<file path="src/rtl/name_streamer.sv">
// Transmits a fixed name string under a valid/ready handshake. The name is
// repeated a latched number of times, with optional filler characters between repetitions.
module name_streamer #(
  parameter int                    NAME_LEN = 7,
  parameter logic [8*NAME_LEN-1:0] NAME     = "GAYATRI",
  parameter int                    GAP      = 0,
  parameter logic [7:0]            FILL     = 8'h58
) (
  input  logic       i_clk,
  input  logic       i_rst_n,
  input  logic       i_start,
  input  logic [3:0] i_reps,
  input  logic       i_abort,
  input  logic       i_out_ready,
  output logic [7:0] o_out_char,
  output logic       o_out_valid,
  output logic       o_busy,
  output logic       o_done
);

  typedef enum logic [1:0] {ST_IDLE, ST_SEND, ST_GAP, ST_DONE} state_t;

  localparam logic [3:0] LAST_IDX = 4'(NAME_LEN - 1);
  localparam logic [3:0] GAP_LAST = 4'(GAP - 1);

  state_t     r_state, w_state_next;
  logic [3:0] r_index, w_index_next;
  logic [3:0] r_rem_reps, w_rem_reps_next;
  logic [3:0] r_gap_cnt, w_gap_cnt_next;
  logic [7:0] w_char_next;
  logic       w_valid_next, w_busy_next, w_done_next;
  logic       w_accept;
  logic [7:0] w_name_chars [16];

  // Full 16-entry table so the 4-bit index always addresses a defined entry.
  generate
    for (genvar gi = 0; gi < 16; gi++) begin : g_chars
      if (gi < NAME_LEN) begin : g_used
        assign w_name_chars[gi] = NAME[8*(NAME_LEN-1-gi) +: 8];
      end else begin : g_unused
        assign w_name_chars[gi] = 8'h00;
      end
    end
  endgenerate

  assign w_accept = o_out_valid & i_out_ready;

  always_comb begin
    w_state_next    = r_state;
    w_index_next    = r_index;
    w_rem_reps_next = r_rem_reps;
    w_gap_cnt_next  = r_gap_cnt;
    if (i_abort) begin
      w_state_next    = ST_IDLE;
      w_index_next    = 4'd0;
      w_rem_reps_next = 4'd0;
      w_gap_cnt_next  = 4'd0;
    end else begin
      case (r_state)
        ST_IDLE: begin
          if (i_start) begin
            w_rem_reps_next = i_reps;
            w_index_next    = 4'd0;
            w_state_next    = (i_reps == 4'd0) ? ST_DONE : ST_SEND;
          end
        end
        ST_SEND: begin
          if (w_accept) begin
            if (r_index == LAST_IDX) begin
              w_rem_reps_next = r_rem_reps - 4'd1;
              w_index_next    = 4'd0;
              if (r_rem_reps == 4'd1) begin
                w_state_next = ST_DONE;
              end else if (GAP > 0) begin
                w_state_next   = ST_GAP;
                w_gap_cnt_next = 4'd0;
              end
            end else begin
              w_index_next = r_index + 4'd1;
            end
          end
        end
        ST_GAP: begin
          if (w_accept) begin
            if (r_gap_cnt == GAP_LAST) begin
              w_state_next   = ST_SEND;
              w_index_next   = 4'd0;
              w_gap_cnt_next = 4'd0;
            end else begin
              w_gap_cnt_next = r_gap_cnt + 4'd1;
            end
          end
        end
        default: w_state_next = ST_IDLE;
      endcase
    end
  end

  // Outputs are decoded from the next state so they can be registered without a lag cycle.
  always_comb begin
    w_valid_next = (w_state_next == ST_SEND) || (w_state_next == ST_GAP);
    w_busy_next  = (w_state_next != ST_IDLE);
    w_done_next  = (w_state_next == ST_DONE);
    w_char_next  = 8'h00;
    if (w_state_next == ST_SEND) begin
      w_char_next = w_name_chars[w_index_next];
    end else if (w_state_next == ST_GAP) begin
      w_char_next = FILL;
    end
  end

  always_ff @(posedge i_clk or negedge i_rst_n) begin
    if (!i_rst_n) begin
      r_state     <= ST_IDLE;
      r_index     <= 4'd0;
      r_rem_reps  <= 4'd0;
      r_gap_cnt   <= 4'd0;
      o_out_char  <= 8'h00;
      o_out_valid <= 1'b0;
      o_busy      <= 1'b0;
      o_done      <= 1'b0;
    end else begin
      r_state     <= w_state_next;
      r_index     <= w_index_next;
      r_rem_reps  <= w_rem_reps_next;
      r_gap_cnt   <= w_gap_cnt_next;
      o_out_char  <= w_char_next;
      o_out_valid <= w_valid_next;
      o_busy      <= w_busy_next;
      o_done      <= w_done_next;
    end
  end

endmodule

</file>
<file path="config.mk">
export PLATFORM = sky130hd
export DESIGN_NAME = name_streamer
export DESIGN_NICKNAME = d
export VERILOG_FILES = /design/src/rtl/name_streamer.sv
export SDC_FILE = /design/constraint.sdc
export NUM_CORES = 1
export LEC_CHECK = 0
export ABC_CLOCK_PERIOD_IN_PS = 4100
export CAP_MARGIN = 20
export CORE_ASPECT_RATIO = 1.4
export CORE_MARGIN = 8
export CORE_UTILIZATION = 57
export DETAILED_ROUTE_END_ITERATION = 16
export PLACE_DENSITY = 0.95
export SKIP_CTS_REPAIR_TIMING = 1
export SYNTH_ARGS = -nofsm -noshare
export SYNTH_HDL_FRONTEND = slang
export SYNTH_SLANG_ARGS = --single-unit
</file>
<file path="constraint.sdc">
create_clock -name i_clk -period 4.1 [get_ports i_clk]
set_input_delay 1.025 -clock i_clk [delete_from_list [all_inputs] [get_ports i_clk]]
set_output_delay 1.025 -clock i_clk [all_outputs]
set_load 0.02 [all_outputs]
</file>
==> images/met1.png <==
Supply wires on this layer in grey.
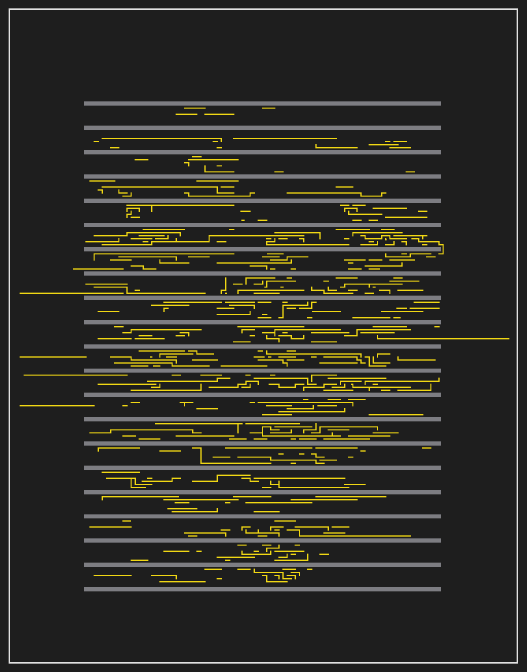
- nets with wire on the layer: 161
- wire length on this layer: 1160 µm
- longest straight run: 15.6 µm

==> images/cell_classes.png <==
Bar = 20 µm. Fill, decap, tap and diode cells in grey.
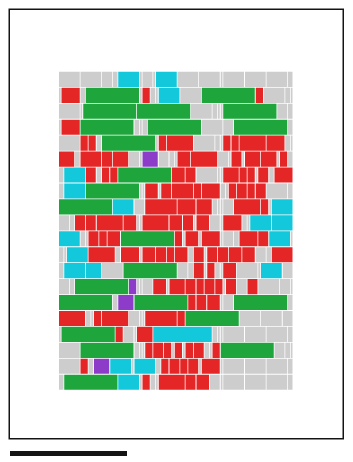
- cyan: other buffers and delay cells (cells 19; share of their area 13%)
- green: flip-flops (cells 23; share of their area 38%)
- red: all other logic (cells 113; share of their area 47%)
- purple: clock drivers and dummy loads (cells 4; share of their area 1.7%)

==> images/wire_density.png <==
11 x 15 tiles, from black (low) to pale yellow (high), scaled to the fullest tile. Values are wire area over tile area, all layers added.
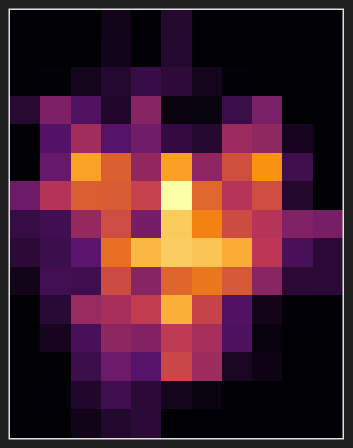
- densest ninth of the die: centre
- fullest tile: 0.53
- mean over tiles: 0.12

==> flow_results.org <==
#+TITLE: Synthesis and PnR summary

** Status
- Result of the run :: finished, final reports clean

** Timing
- Slew at the pin closest to its max-slew limit :: 0.520 ns
- Total negative slack :: 0 ns
- Post-route period utilization is reported as 75.8%.
- Setup ws final :: 0.993 ns
- Final hold violation count :: 0
- Final tally of max-slew violations :: 0
- The final timing report derives a shortest allowable period of 3.11 ns.
- RSZ-0062 raised after global routing :: false
- Number of failing setup endpoints in the final timing report :: 0
- After layout, the setup clock skew is reported as 0.00190 ns.

** Die
- 20 I/O pins were placed.
- The core region is 2180 µm².
- # rows :: 20
- From bottom edge to top edge, the die measures 73.0 µm.

** Power
- Seq pwr share :: 57.4%
- The highest supply drop recorded on VDD is 265 µV.
- Per the breakdown, switching nets consume 27.5% of all power.
- The leakage component of the power was reported as 0.693 nW.
- Power density relative to cell area :: 276 nW/µm²
- In this run, the combinational gates consume 19.0% of the power.

** Final layout
- For this run, the number of standard cells in the final layout without fillers is 181.
- The final antenna diode tally reported by the flow is 0.
- According to the finish report, the design has a final net count of 178.
- From synthesis to final layout, the design area changed by 16.8%.

** Yosys
- Top cell type by instance count after synthesis :: dfrtp_1
- Ranked by total cell area, the synthesized netlist is headed by dfrtp_1, ha_1, nor2_1, a21oi_1, o21ai_0.
- Synthesized instance count :: 142
- Post-synth tally of flip-flops with integrated enable :: 0
- Post-synth regs :: 23
- Most instantiated cells after synthesis :: dfrtp_1, nor2_1, a21oi_1
- Syn_area_per_cell :: 9.33 µm²
- In the synthesized netlist, mux cells make up 0.755% of the area.
- Fa+ha+maj area frac :: 8.50%
- Summing the areas of all and, or, nand and nor instances in the mapped netlist gives 21.3% of the synthesized area.
- Number of cell instances after yosys synthesis :: 142
- Per the synth stats, the flop cell with the highest instance count is dfrtp_1.
- Post-synthesis instance area :: 1330 µm²

** Clock tree
- Looking at the clock tree report, the root buffer type is clkbuf_4.
- As reported, the later end of the worst-skew pair has a clock insertion delay of 0.31 ns.
- Per the post-CTS timing run, clock transition at the registers of the reported paths is 0.11 ns.
- Clock Sinks :: 23
- Looking at the clock tree report, the H-tree level count equals 1.
- CTS added clock buffers totalling 3.

** Global route
- Number of antenna violations at the first check in global routing :: 0
- The first global-routing pass estimated 4.99 mm of wire.
- The number of global-route vias before repair was 1128.
- Entering global routing, the biggest net connects 24 pins.
- Overall track demand over capacity in global routing :: 14.8%
- Summed over all layers, the global routing overflow is 0.

** Worst setup path
- The timing report shows the most common cell along the critical path to be a21oi_1.
- Among cell families on the critical path, the largest total delay comes from simple AND/OR/NAND/NOR gates.
- Maximum fanout encountered on the critical timing path :: 6
- The critical path starts at i_start.
- Among all stages on the critical path, the largest delay is contributed by clkdlybuf4s50_1.
- For flop-to-flop paths, the worst setup slack is 1.86 ns.
- The worst setup path is captured at a flip-flop.
- The most critical setup path has its endpoint at o_out_char[0]$_DFF_PN0_.
- Critical Path AT :: 3.29 ns
- Worst stage delay on the critical path :: 0.53 ns
- Number of gates on the worst path with buffers counted :: 9

** Routing
- The first TritonRoute pass finished after 4 iterations.
- Detailed routing inserted a total of 1131 vias.
- Number of remaining DRC errors :: 0
- Remaining number of nets flagged by the antenna check after routing :: 0
- The violation tally recorded at the end of detailed-routing iteration 0 is 23.
- Per the detailed-route log, wirelength across all metal layers totals 3.01 mm.

** Placed design
- Port Buf Inserts :: 17
- Placed Cells incl. Taps :: 176
- Per the gpl log, the routability congestion estimate is 0.838.
- Setup slack on the worst path after placement came out at 0.702 ns.
- The HPWL after detailed placement is 2.17 mm.
- Post-placement cell area :: 1490 µm²

** Hold path
- According to the hold report, the worst path is of the reg -> reg type.
how the worst min path moves through the flow:
| stage | start | to | slack (ns) | depth (start not counted) |
|---|---|---|---|---|
| 5_1_grt | r_rem_reps[3]$_DFFE_PN0P_ | r_rem_reps[3]$_DFFE_PN0P_ | 0.62 | 2 |
| 4_1_cts | r_rem_reps[3]$_DFFE_PN0P_ | r_rem_reps[3]$_DFFE_PN0P_ | 0.57 | 2 |
| 3_3_place_gp | r_rem_reps[3]$_DFFE_PN0P_ | r_rem_reps[3]$_DFFE_PN0P_ | 0.53 | 2 |
| 6_report | r_rem_reps[3]$_DFFE_PN0P_ | r_rem_reps[3]$_DFFE_PN0P_ | 0.56 | 2 |
| 3_5_place_dp | r_rem_reps[3]$_DFFE_PN0P_ | r_rem_reps[3]$_DFFE_PN0P_ | 0.54 | 2 |
| 2_1_floorplan | r_rem_reps[3]$_DFFE_PN0P_ | r_rem_reps[3]$_DFFE_PN0P_ | 0.49 | 2 |
cell type report:
cell class	instances	area (µm²)	share of cell area [%]
multi-input cells	104	679	43.9
flip-flops and latches	23	576	37.2
repair buffers	19	205	13.3
inverters	9	33.8	2.18
well taps	22	27.5	1.78
clock buffers	4	26.3	1.70
cells in the final DEF (no fill, tap or decap), types with 2 or more instances in the layout:
cell,Yosys,final
a211oi_1,2,2
a21oi_1,10,10
a22o_1,2,2
a22oi_1,2,2
and2_1,2,2
and3_1,2,2
clkbuf_4,0,3
clkdlybuf4s50_1,0,17
conb_1,1,2
dfrtp_1,23,23
ha_1,9,9
inv_1,9,9
nand2_1,9,9
nand2b_1,4,4
nand3_1,4,4
nor2_1,15,15
nor3_1,3,3
nor3b_1,3,3
nor4_1,2,2
o21ai_0,8,8
o21ai_1,3,3
or3_1,3,3
xor2_1,2,2
per-stage QoR:
stage	util (%)	total power (W)	hold slack [ns]
floorplan	-	0.000294	0.492
global placement	68.6	0.000323	0.530
detailed placement	68.6	0.000327	0.542
CTS	69.8	0.000426	0.570
global route	71.1	0.000450	0.618
finish	71.1	0.000427	0.564
worst reg2reg max path, delay by kind of cell, from the launching register on:
family          cells  cell delay (ns)
compound gates      2             0.26
fa+ha+maj           1             0.20
flops               1             0.52
simple gates        4             1.14
layer usage:
layer / vias to the layer above / routed length, µm / GRT usage [%]
met5: - / 0 / 0
met4: 0 / 86 / 8.38
met3: 9 / 199 / 3.14
met2: 41 / 1560 / 25.8
met1: 547 / 1160 / 15.9
li1: 534 / - / -
power by group through the flow:
stage	Clock [W]	Sequential (W)	Combinational (W)
after floorplan	0	0.000253	0.0000411
after global placement	0	0.000248	0.0000746
after detailed placement	0	0.000249	0.0000776
after CTS	0.000103	0.000245	0.0000782
after global routing	0.000114	0.000247	0.0000890
final	0.000101	0.000245	0.0000810
state kept, by name, summed over array words and instances (netlist names):
| signal | count |
|---|---|
| o_done | 1 |
| o_out_char | 6 |
| o_out_valid | 1 |
| r_state | 2 |
| r_rem_reps | 4 |
| r_gap_cnt | 4 |
| r_index | 4 |
| o_busy | 1 |
Power and IR drop assume default switching activity.
